Fig. 1: run 1, the metal 1 layer
Supply wires on this layer in grey. Cells faint in the background.
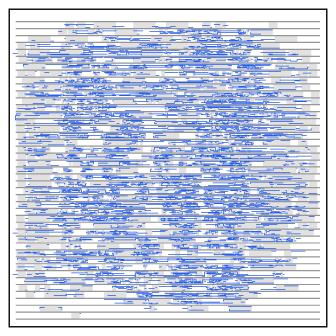
Fig. 2: run 1, clock routing
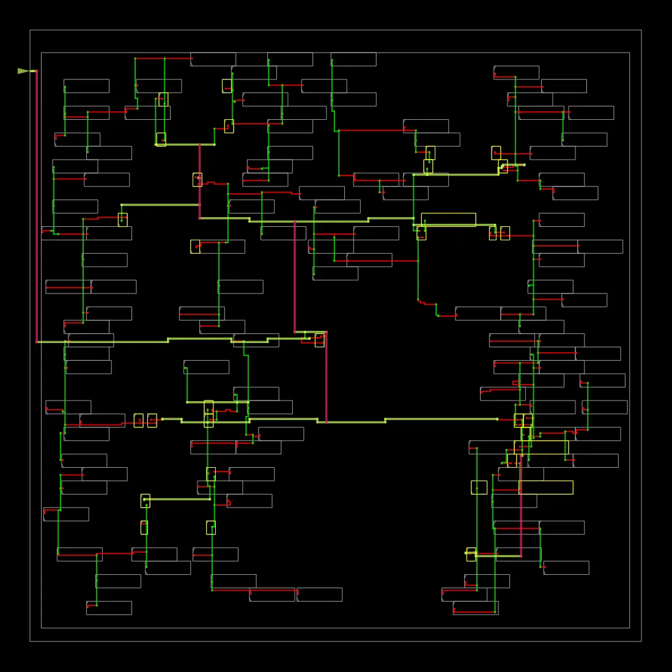
Fig. 3: run 1, cells by drive strength
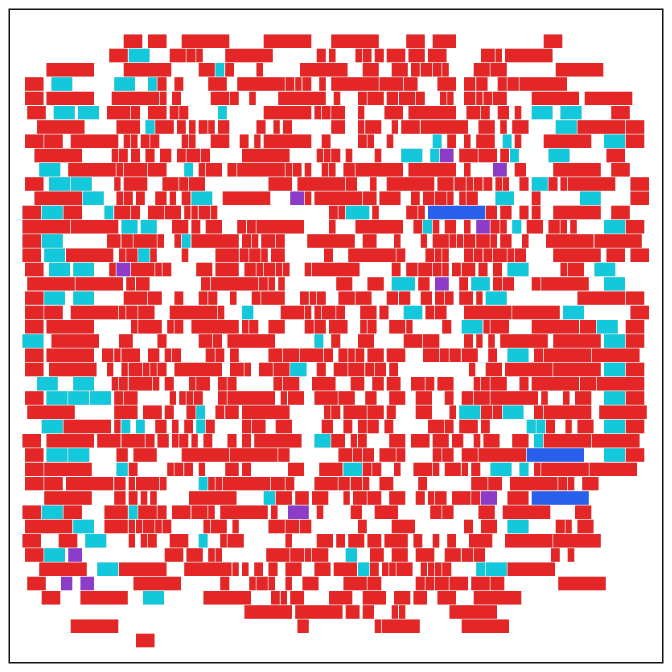
Fig. 4: run 1, clock wires, drivers and flops
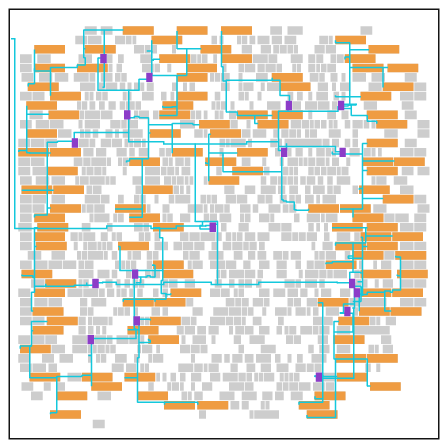
===== src/rtl/fp_addsub_seq_if.sv =====
// Request/response bundle for the sequential FP add/sub engine.
// The master drives operands and start; the slave returns status and result.
interface fp_addsub_seq_if #(
  parameter int EXP_W = 5,
  parameter int MAN_W = 10
);
  localparam int W = 1 + EXP_W + MAN_W;

  logic         start;
  logic         op;
  logic [W-1:0] x;
  logic [W-1:0] y;
  logic         busy;
  logic         done;
  logic [W-1:0] result;
  logic [2:0]   flags;

  modport master (output start, op, x, y, input  busy, done, result, flags);
  modport slave  (input  start, op, x, y, output busy, done, result, flags);
endinterface


===== src/rtl/fp_addsub_seq.sv =====
// Multi-cycle parametrised floating-point adder/subtractor with RNE rounding.
// One operation in flight; subnormals are flushed to zero.
module fp_addsub_seq #(
  parameter int EXP_W = 5,
  parameter int MAN_W = 10
) (
  input  logic            clk,
  input  logic            reset,
  fp_addsub_seq_if.slave  bus
);
  localparam int W  = 1 + EXP_W + MAN_W;
  localparam int SW = MAN_W + 5;   // carry | hidden | frac | G R S
  localparam int XW = EXP_W + 2;
  localparam logic [EXP_W-1:0]    EMAX    = '1;
  localparam logic signed [XW-1:0] EXP_TOP = XW'((1 << EXP_W) - 1);
  localparam logic [W-1:0] QNAN = {1'b0, EMAX, 1'b1, {(MAN_W-1){1'b0}}};

  typedef enum logic [3:0] {
    S_IDLE, S_UNPACK, S_SPECIAL, S_ALIGN, S_ADD, S_NORM, S_ROUND, S_PACK, S_DONE
  } state_t;

  state_t                 r_state, w_next;
  logic [W-1:0]           r_x, r_y, r_aw, r_res;
  logic [2:0]             r_flags;
  logic                   r_sa, r_sb;
  logic signed [XW-1:0]   r_exp;
  logic [EXP_W-1:0]       r_d;
  logic [SW-1:0]          r_ma, r_mb;
  logic                   r_nan, r_inv, r_inf, r_zz;

  // Order operands by magnitude so the subtract in ADD can never go negative.
  logic                   w_swap;
  logic [W-1:0]           w_a, w_b;
  logic [EXP_W-1:0]       w_ea, w_eb;
  logic [MAN_W-1:0]       w_fa, w_fb;
  logic                   w_nan_a, w_nan_b, w_inf_a, w_inf_b, w_zero_a, w_zero_b;
  logic                   w_special;
  logic [SW-1:0]          w_sum;
  logic                   w_up;
  logic [MAN_W+1:0]       w_rnd;

  assign w_swap = r_y[W-2:0] > r_x[W-2:0];
  assign w_a    = w_swap ? r_y : r_x;
  assign w_b    = w_swap ? r_x : r_y;
  assign w_ea   = w_a[W-2:MAN_W];
  assign w_eb   = w_b[W-2:MAN_W];
  assign w_fa   = w_a[MAN_W-1:0];
  assign w_fb   = w_b[MAN_W-1:0];

  assign w_nan_a  = (w_ea == EMAX) && (w_fa != '0);
  assign w_nan_b  = (w_eb == EMAX) && (w_fb != '0);
  assign w_inf_a  = (w_ea == EMAX) && (w_fa == '0);
  assign w_inf_b  = (w_eb == EMAX) && (w_fb == '0);
  assign w_zero_a = (w_ea == '0);
  assign w_zero_b = (w_eb == '0);
  assign w_special = w_nan_a | w_nan_b | w_inf_a | w_inf_b | w_zero_a | w_zero_b;

  assign w_sum = (r_sa == r_sb) ? r_ma + r_mb : r_ma - r_mb;
  assign w_up  = r_ma[2] & (r_ma[1] | r_ma[0] | r_ma[3]);
  assign w_rnd = {1'b0, r_ma[SW-2:3]} + {{(MAN_W+1){1'b0}}, w_up};

  always_comb begin
    w_next = r_state;
    case (r_state)
      S_IDLE:    if (bus.start) w_next = S_UNPACK;
      S_UNPACK:  w_next = w_special ? S_SPECIAL : S_ALIGN;
      S_SPECIAL: w_next = S_DONE;
      S_ALIGN:   if (r_d == '0) w_next = S_ADD;
      S_ADD:     w_next = (w_sum == '0) ? S_DONE : S_NORM;
      S_NORM:    if (r_ma[SW-1] || r_ma[SW-2]) w_next = S_ROUND;
      S_ROUND:   w_next = S_PACK;
      S_PACK:    w_next = S_DONE;
      S_DONE:    w_next = S_IDLE;
      default:   w_next = S_IDLE;
    endcase
  end

  always_ff @(posedge clk or posedge reset) begin
    if (reset) begin
      r_state <= S_IDLE;
      r_x     <= '0;
      r_y     <= '0;
      r_aw    <= '0;
      r_res   <= '0;
      r_flags <= '0;
      r_sa    <= 1'b0;
      r_sb    <= 1'b0;
      r_exp   <= '0;
      r_d     <= '0;
      r_ma    <= '0;
      r_mb    <= '0;
      r_nan   <= 1'b0;
      r_inv   <= 1'b0;
      r_inf   <= 1'b0;
      r_zz    <= 1'b0;
    end else begin
      r_state <= w_next;
      case (r_state)
        S_IDLE: if (bus.start) begin
          r_x <= bus.x;
          r_y <= {bus.y[W-1] ^ bus.op, bus.y[W-2:0]};
        end
        S_UNPACK: begin
          r_sa  <= w_a[W-1];
          r_sb  <= w_b[W-1];
          r_exp <= $signed({2'b00, w_ea});
          r_d   <= w_ea - w_eb;
          r_ma  <= {2'b01, w_fa, 3'b000};
          r_mb  <= {2'b01, w_fb, 3'b000};
          r_inv <= w_inf_a & w_inf_b & (w_a[W-1] != w_b[W-1]);
          r_nan <= w_nan_a | w_nan_b | (w_inf_a & w_inf_b & (w_a[W-1] != w_b[W-1]));
          r_inf <= w_inf_a;
          r_zz  <= w_zero_a & w_zero_b;
          r_aw  <= w_a;
        end
        S_SPECIAL: begin
          r_flags <= {r_inv, 2'b00};
          if (r_nan)      r_res <= QNAN;
          else if (r_inf) r_res <= {r_aw[W-1], EMAX, {MAN_W{1'b0}}};
          else if (r_zz)  r_res <= {r_sa & r_sb, {(W-1){1'b0}}};
          else            r_res <= r_aw;
        end
        S_ALIGN: if (r_d != '0) begin
          // Far-apart operands: only the sticky contribution of B survives.
          if (int'(r_d) > MAN_W + 3) begin
            r_mb <= {{(SW-1){1'b0}}, |r_mb};
            r_d  <= '0;
          end else begin
            r_mb <= {1'b0, r_mb[SW-1:2], r_mb[1] | r_mb[0]};
            r_d  <= r_d - 1'b1;
          end
        end
        S_ADD: begin
          if (w_sum == '0) begin
            r_res   <= '0;
            r_flags <= '0;
          end else begin
            r_ma <= w_sum;
          end
        end
        S_NORM: begin
          if (r_ma[SW-1]) begin
            r_ma  <= {1'b0, r_ma[SW-1:2], r_ma[1] | r_ma[0]};
            r_exp <= r_exp + XW'(1);
          end else if (!r_ma[SW-2]) begin
            r_ma  <= {r_ma[SW-2:0], 1'b0};
            r_exp <= r_exp - XW'(1);
          end
        end
        S_ROUND: begin
          if (w_rnd[MAN_W+1]) begin
            r_ma  <= {1'b0, w_rnd[MAN_W+1:1], 3'b000};
            r_exp <= r_exp + XW'(1);
          end else begin
            r_ma  <= {w_rnd, 3'b000};
          end
        end
        S_PACK: begin
          if (r_exp >= EXP_TOP) begin
            r_res   <= {r_sa, EMAX, {MAN_W{1'b0}}};
            r_flags <= 3'b010;
          end else if (r_exp < XW'(1)) begin
            r_res   <= {r_sa, {(W-1){1'b0}}};
            r_flags <= 3'b001;
          end else begin
            r_res   <= {r_sa, r_exp[EXP_W-1:0], r_ma[SW-3:3]};
            r_flags <= 3'b000;
          end
        end
        default: ;
      endcase
    end
  end

  assign bus.busy   = (r_state != S_IDLE) && (r_state != S_DONE);
  assign bus.done   = (r_state == S_DONE);
  assign bus.result = r_res;
  assign bus.flags  = r_flags;
endmodule


===== src/flat_wrapper.sv =====
// flat-port wrapper written by rule: the top's interface ports become plain ports
module fp_addsub_seq_flat 
#(
  parameter int EXP_W = 5,
  parameter int MAN_W = 10
)
  (clk, reset, bus_start, bus_op, bus_x, bus_y, bus_busy, bus_done, bus_result, bus_flags);
  fp_addsub_seq_if #(.EXP_W(EXP_W), .MAN_W(MAN_W)) bus_i ();
  input  logic clk;
  input  logic reset;
  input wire logic [$bits(bus_i.start)-1:0] bus_start;
  input wire logic [$bits(bus_i.op)-1:0] bus_op;
  input wire logic [$bits(bus_i.x)-1:0] bus_x;
  input wire logic [$bits(bus_i.y)-1:0] bus_y;
  output wire logic [$bits(bus_i.busy)-1:0] bus_busy;
  output wire logic [$bits(bus_i.done)-1:0] bus_done;
  output wire logic [$bits(bus_i.result)-1:0] bus_result;
  output wire logic [$bits(bus_i.flags)-1:0] bus_flags;
  assign bus_i.start = bus_start;
  assign bus_i.op = bus_op;
  assign bus_i.x = bus_x;
  assign bus_i.y = bus_y;
  assign bus_busy = bus_i.busy;
  assign bus_done = bus_i.done;
  assign bus_result = bus_i.result;
  assign bus_flags = bus_i.flags;
  fp_addsub_seq #(.EXP_W(EXP_W), .MAN_W(MAN_W)) u_core (.clk(clk), .reset(reset), .bus(bus_i));
endmodule

===== config.mk =====
export PLATFORM = sky130hd
export DESIGN_NAME = fp_addsub_seq_flat
export DESIGN_NICKNAME = d
export VERILOG_FILES = /design/src/rtl/fp_addsub_seq_if.sv /design/src/rtl/fp_addsub_seq.sv /design/src/flat_wrapper.sv
export SDC_FILE = /design/constraint.sdc
export NUM_CORES = 1
export LEC_CHECK = 0
export CAP_MARGIN = 10
export CORE_MARGIN = 2
export CORE_UTILIZATION = 55
export CTS_BUF_LIST = sky130_fd_sc_hd__clkbuf_2
export DETAILED_ROUTE_END_ITERATION = 12
export PLACE_DENSITY_LB_ADDON = 0.25
export SYNTH_ARGS = -nofsm -noshare
export SYNTH_HDL_FRONTEND = slang
export SYNTH_SLANG_ARGS = --single-unit

===== constraint.sdc =====
create_clock -name clk -period 5.4 [get_ports clk]
set_input_delay 0.54 -clock clk [delete_from_list [all_inputs] [get_ports clk]]
set_output_delay 0.54 -clock clk [all_outputs]
set_load 0.05 [all_outputs]

==> results.json, run 1 <==
{
  "simple_gate_area_share_pct": 16.6,
  "syn_avg_cell_area_um2": 8.96,
  "detail-route-antenna-nets": 0,
  "route.final.wire_length_mm": 19.9,
  "synth_flops": 117,
  "post_dp_cell_area_um2": 8640,
  "signal_buffer_area_fraction_pct": 7.09,
  "via_per_inst": 6.21,
  "tap_cells": 180,
  "globalRouteMet3Util_pct": 5.54,
  "achievable-frequency_mhz": 205,
  "grt_max_degree": 60,
  "report.final.setup_viol": 0,
  "htree_levels": 4,
  "drt_iter0_drc": 540,
  "synth-area-yosys_um2": 7960,
  "busiest_layer": "met2",
  "globalRouteMet1Util_pct": 36.9,
  "hp-class": "in2reg",
  "finalCritPeriodShare_pct": 90.1,
  "cp_top_family": "simple AND/OR/NAND/NOR gates",
  "max_cap_viol_count": 0,
  "globalRouteTotalUtil_pct": 26.1,
  "cts_tree": "built",
  "crit_path_max_delay_cell_type": "nand2_1",
  "drive_gt1_share_pct": 12.2,
  "netlist_logic_family_top": "AND-OR/OR-AND gates",
  "critPathArrivalTime_ns": 5.49,
  "warning_count": 30,
  "unrepaired_setup_endpoints_after_global_routing": "false",
  "post-synth-top-area-fraction_pct": 36.8,
  "highest_routing_layer_actually_used": "met4",
  "ys_dominant_reg_cell": "dfrtp_1",
  "rows": 43,
  "ys_sh_xor_pct": 3.85,
  "skew_final_ns": 0.0219,
  "grt_util_met2_pct": 40.7,
  "post-route-min-period_ns": 4.87,
  "hpwl_mm": 15.0,
  "area.combinational_um2": 4720,
  "worst-path-stages": 15,
  "insertedDiodeCount": 1,
  "run_status": "finished, final reports clean",
  "inverters_excl_clock": 39
}
Notes on Fig. 1 above:
longest straight run: 53.8 um
wire length on this layer: 9050 um

Notes on Fig. 2 above:
flip-flops: 117
clock buf count: 20
clock latency reported for the late side of the worst-skew pair: 0.74 ns

Notes on Fig. 3 above:
legend:
  _0 and _1 cells:
    colour: red
    cells: 827
    most_used: dfrtp_1
  _6 and larger:
    colour: blue
    cells: 3
    most_used: bufinv_16
  _2 cells:
    colour: cyan
    cells: 101
    most_used: mux2_2
  _3 and _4 cells:
    colour: purple
    cells: 11
    most_used: buf_4

Notes on Fig. 4 above:
legend:
  clock wires:
    colour: cyan
    length: 1570 um
  flip-flops:
    colour: orange
    count: 117
  clock drivers:
    colour: purple
    count: 17
routed clock nets: 18
flops lie: spread over the die

-- run 1: flip-flops by register name, summed over array words and instances (netlist names) --
signal and cells:
u_core.bus.flags 3, u_core.r_mb 14, u_core.r_state 4, u_core.r_d 5, u_core.r_inf 1, u_core.bus.result 16, u_core.r_zz 1, u_core.r_nan 1
u_core.r_inv 1, u_core.r_aw 16, u_core.r_exp 7, u_core.r_x 16, u_core.r_sb 1, u_core.r_ma 15, u_core.r_y 16
-- run 1: final timing paths --
| kind | from | slack, ns | end |
|---|---|---|---|
| setup reg to reg | u_core.r_mb[0]$_DFFE_PP0P_ | 0.53 | u_core.r_ma[12]$_DFFE_PP0P_ |
| hold reg to reg | u_core.r_aw[1]$_DFFE_PP0P_ | 0.50 | u_core.r_aw[1]$_DFFE_PP0P_ |
| max in group asynchronous | reset | 3.98 | u_core.bus.flags[0]$_DFFE_PP0P_ |
| hold / removal | bus_y[14] | 0.40 | u_core.r_y[14]$_DFFE_PP0P_ |
| setup / recovery | u_core.r_mb[0]$_DFFE_PP0P_ | 0.53 | u_core.r_ma[12]$_DFFE_PP0P_ |
| min in group asynchronous | reset | 0.53 | u_core.r_x[1]$_DFFE_PP0P_ |
-- run 1: through the flow --
step / setup slack, ns / hold slack [ns] / cells / utilization, %
after floorplan: 1.06 / 0.439 / 888 / -
after global placement: 0.713 / 0.462 / 1089 / 61.8
after detailed placement: 0.600 / 0.471 / 1089 / 61.8
after CTS: 0.579 / 0.373 / 1122 / 63.6
after global routing: 0.133 / 0.377 / 1123 / 63.6
final: 0.532 / 0.404 / 1123 / 63.6
-- run 1: what timing repair did --
item / CTS / global route
hold endpoints to repair: 1 / 0
hold buffers: 1 / 0
resized: 0 / 0
setup endpoints to repair: 0 / 0
Fig. 5: run 1, placed cells, one colour a class
Scale bar: 20 um.
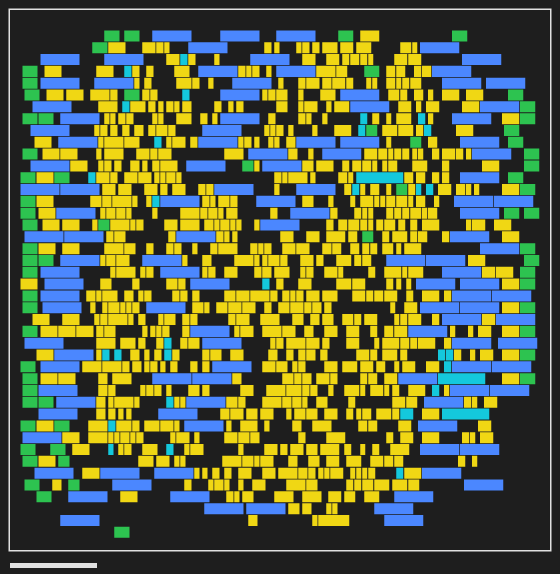

==> run 2: changes to the inputs <==
GPL_TIMING_DRIVEN = 0   (was not set)
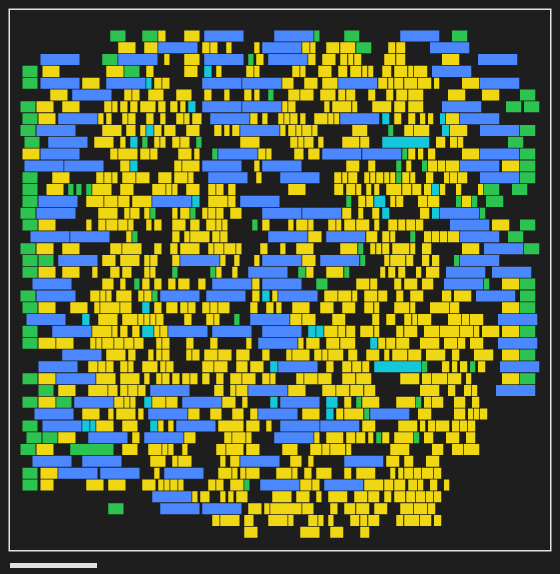
Fig. 6. Placed cells, one colour a class (run 2).
Scale bar: 20 um.
legend:
  clock drivers and dummy loads:
    colour: cyan
    cells: 31
  other buffers and delay cells:
    colour: green
    cells: 101
  flops:
    colour: blue
    cells: 117
  combinational and other logic:
    colour: yellow
    cells: 728

==> run 2 against run 1 <==
  * Global-route usage up 1.7 points
  * Sequential cell count is the same
  * Sequential share of layout area is 0.43 points lower
  * Final cell count is 3.1% higher
  * Die size unchanged
  * Synthesized area unchanged
  * Design area rose by 1.3%
==> results.json, run 2 <==
{
  "run_status": "finished, final reports clean",
  "clockBufferCount": 19,
  "hold-worst-slack_ns": 0.135,
  "worst-path-stages": 16,
  "grt_util_met2_pct": 43.4,
  "inverters_excl_clock": 39,
  "area.combinational_um2": 4730,
  "drive_gt1_share_pct": 11.3,
  "post_dp_cell_area_um2": 8780,
  "post-synth-top-area-fraction_pct": 36.8,
  "busiest_layer": "met2",
  "worstSkewPairLatency_ns": 0.75,
  "reg2reg_from": "u_core.r_mb[0]$_DFFE_PP0P_",
  "rows": 43,
  "warning_count": 29,
  "syn_avg_cell_area_um2": 8.96,
  "skew_final_ns": 0.0355,
  "signal_buffer_area_fraction_pct": 8.50,
  "unrepaired_setup_endpoints_after_global_routing": "false",
  "htree_levels": 4,
  "globalRouteTotalUtil_pct": 27.9,
  "globalRouteMet1Util_pct": 39.3,
  "globalRouteMet3Util_pct": 4.17,
  "ff_count": 117,
  "crit_path_max_delay_cell_type": "dfrtp_1",
  "achievable-frequency_mhz": 193,
  "highest_routing_layer_actually_used": "met4",
  "hp-class": "in2async",
  "hpwl_mm": 16.4
}
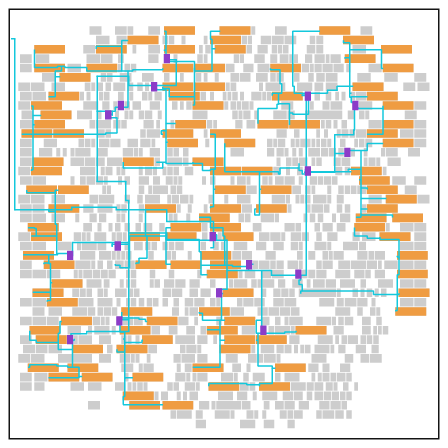
Fig. 7. Clock wires, drivers and flops (run 2).
legend:
  flip-flops:
    colour: orange
    count: 117
  clock wires:
    colour: cyan
    length: 1580 um
  clock drivers:
    colour: purple
    count: 17
routed clock nets: 18
flops lie: spread over the die

[run 2: netlist changes by cell type in the layout (fill, tap and decap cells not counted), moves of 2 or more]
cell / previous run / this run
buf_1: 0 / 2
buf_4: 8 / 1
clkbuf_1: 0 / 39
clkinv_2: 6 / 4
clkinvlp_4: 0 / 3
[run 2: timing repair]
item | CTS | global route
gates resized | 0 | 3
endpoints found under the setup margin | 0 | 29
hold buffers | 0 | 0
[run 2: kinds of logic (layout without fill, tap and decap cells)]
kind of cell    after synthesis  after routing  synth area share, %
flops                       117            117                 36.8
simple gates                269            269                 16.6
fa+ha+maj                    39             39                 6.23
buf+inv                      82            171                 4.01
mux                          70             70                 9.72
compound gates              276            276                 22.8
other cells                   0              1                    0
xor+xnor                     35             35                 3.85
[run 2: worst max path at each step]
stage                                from                                 to  slack, ns
4_1_cts        u_core.r_mb[4]$_DFFE_PP0P_   u_core.bus.result[4]$_DFFE_PP0P_       0.22
3_3_place_gp                        reset  u_core.bus.result[13]$_DFFE_PP0P_       0.05
6_report       u_core.r_mb[0]$_DFFE_PP0P_         u_core.r_ma[3]$_DFFE_PP0P_       0.21
2_1_floorplan  u_core.r_mb[0]$_DFFE_PP0P_         u_core.r_ma[3]$_DFFE_PP0P_       1.06
3_5_place_dp   u_core.r_mb[4]$_DFFE_PP0P_   u_core.bus.result[2]$_DFFE_PP0P_       0.27
5_1_grt        u_core.r_mb[4]$_DFFE_PP0P_         u_core.r_ma[4]$_DFFE_PP0P_       0.05
[run 2: through the flow]
stage                     std cells  util (%)  setup WS, ns
after detailed placement       1126      62.8         0.272
after floorplan                 888         -          1.06
after global routing           1158      64.4        0.0481
after CTS                      1157      64.3         0.217
final                          1158      64.4         0.207
after global placement         1124      62.5        0.0478
Fig. 8: run 2, the metal 1 layer
Supply wires on this layer in grey. Cells faint in the background.
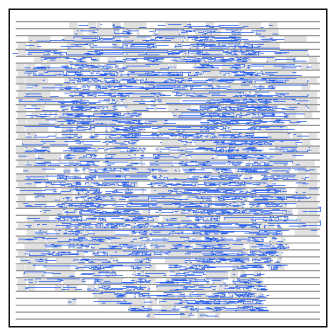

==> run 3: changes to the inputs <==
CORE_UTILIZATION = 45   (was 55)
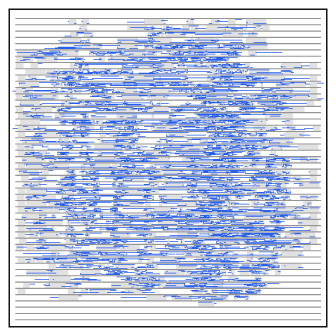
Fig. 9. The metal 1 layer (run 3).
Supply wires on this layer in grey. Cells faint in the background.
share of all routed wire: 47%
main direction: horizontal
wire length on this layer: 10300 um
longest straight run: 44.2 um

==> run 3 against run 2 <==
  * Final cell count increased by 3.8%
  * Hold slack improved by 0.055 ns
  * Via count fell by 1.4%
  * Design area increased by 0.97%
  * Non-clock buffer count stayed put
==> results.json, run 3 <==
{
  "globalRouteMet3Util_pct": 4.37,
  "globalRouteMet1Util_pct": 35.6,
  "highest_routing_layer_actually_used": "met4",
  "globalRouteTotalUtil_pct": 24.5,
  "synth-seq-area-share_pct": 36.8,
  "ff_count": 117,
  "drive_gt1_share_pct": 11.5,
  "rows": 48,
  "placed_cells": 1171,
  "achievable-frequency_mhz": 195,
  "hold_buffer_count_at_cts": 0,
  "postCtsResizedCells": 0,
  "busiest_layer": "met2",
  "critical_path.startpoint_type": "register",
  "warning_count": 29,
  "worstSkewPairLatency_ns": 0.70,
  "initCoreUtil_pct": 46.0,
  "skew_final_ns": 0.0327,
  "crit_path_max_delay_cell_type": "dfrtp_1",
  "netlist-cell-type-count": 71,
  "run_status": "finished, final reports clean",
  "hpwl_mm": 16.9,
  "hp-class": "in2async",
  "post-synth-top-area-fraction_pct": 36.8,
  "startpoint": "u_core.r_mb[0]$_DFFE_PP0P_",
  "instances_no_fill": 1202,
  "hold-worst-slack_ns": 0.190,
  "inverters_excl_clock": 39,
  "synth_stat.cells": 888,
  "final-clk-cell-share_pct": 2.58,
  "clockBufferCount": 20,
  "grt_util_met2_pct": 37.5,
  "htree_levels": 4,
  "syn_avg_cell_area_um2": 8.96,
  "reg2reg_from": "u_core.r_mb[0]$_DFFE_PP0P_",
  "area.combinational_um2": 4740,
  "signal_buffer_area_fraction_pct": 8.41
}
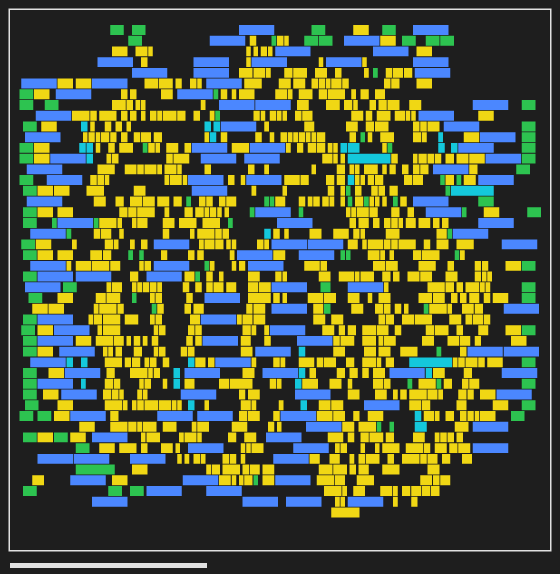
Fig. 10. Placed cells, one colour a class (run 3).
Scale bar: 50 um.
legend:
  other buffers and delay cells:
    colour: green
    cells: 101
  clock drivers and dummy loads:
    colour: cyan
    cells: 31
  flops:
    colour: blue
    cells: 117
  combinational and other logic:
    colour: yellow
    cells: 728

[run 3: cell counts after synthesis]
No cell type changed its count.
[run 3: path summary, 6_finish.rpt]
path | slack (ns) | depth (start not counted) | to
hold / removal | 0.19 | 2 | u_core.r_y[1]$_DFFE_PP0P_
hold reg to reg | 0.51 | 2 | u_core.r_aw[8]$_DFFE_PP0P_
min in group clk | 0.44 | 2 | u_core.r_x[2]$_DFFE_PP0P_
setup reg to reg | 0.28 | 16 | u_core.r_ma[7]$_DFFE_PP0P_
max in group asynchronous | 4.49 | 3 | u_core.r_zz$_DFFE_PP0P_
setup / recovery | 0.28 | 16 | u_core.r_ma[7]$_DFFE_PP0P_
[run 3: cell families (layout without fill, tap and decap cells)]
kind of cell | Yosys count | count (layout) | share of synthesized area [%]
AND-OR/OR-AND | 276 | 276 | 22.8
XOR/XNOR | 35 | 35 | 3.85
adder cells (fa/ha/maj) | 39 | 39 | 6.23
buffers and inverters | 82 | 171 | 4.01
flip-flops | 117 | 117 | 36.8
multiplexers | 70 | 70 | 9.72
AND/OR/NAND/NOR | 269 | 269 | 16.6
[run 3: per-stage QoR]
stage	setup slack, ns	TNS (ns)	instance area [um2]	utilization, %
2_1_floorplan	1.06	0	7960	-
3_3_place_gp	-0.0497	-4.44	8800	50.9
3_5_place_dp	0.212	0	8840	51.1
4_1_cts	0.111	0	9070	52.5
5_1_grt	0.0696	0	9100	52.6
6_report	0.276	0	9100	52.6
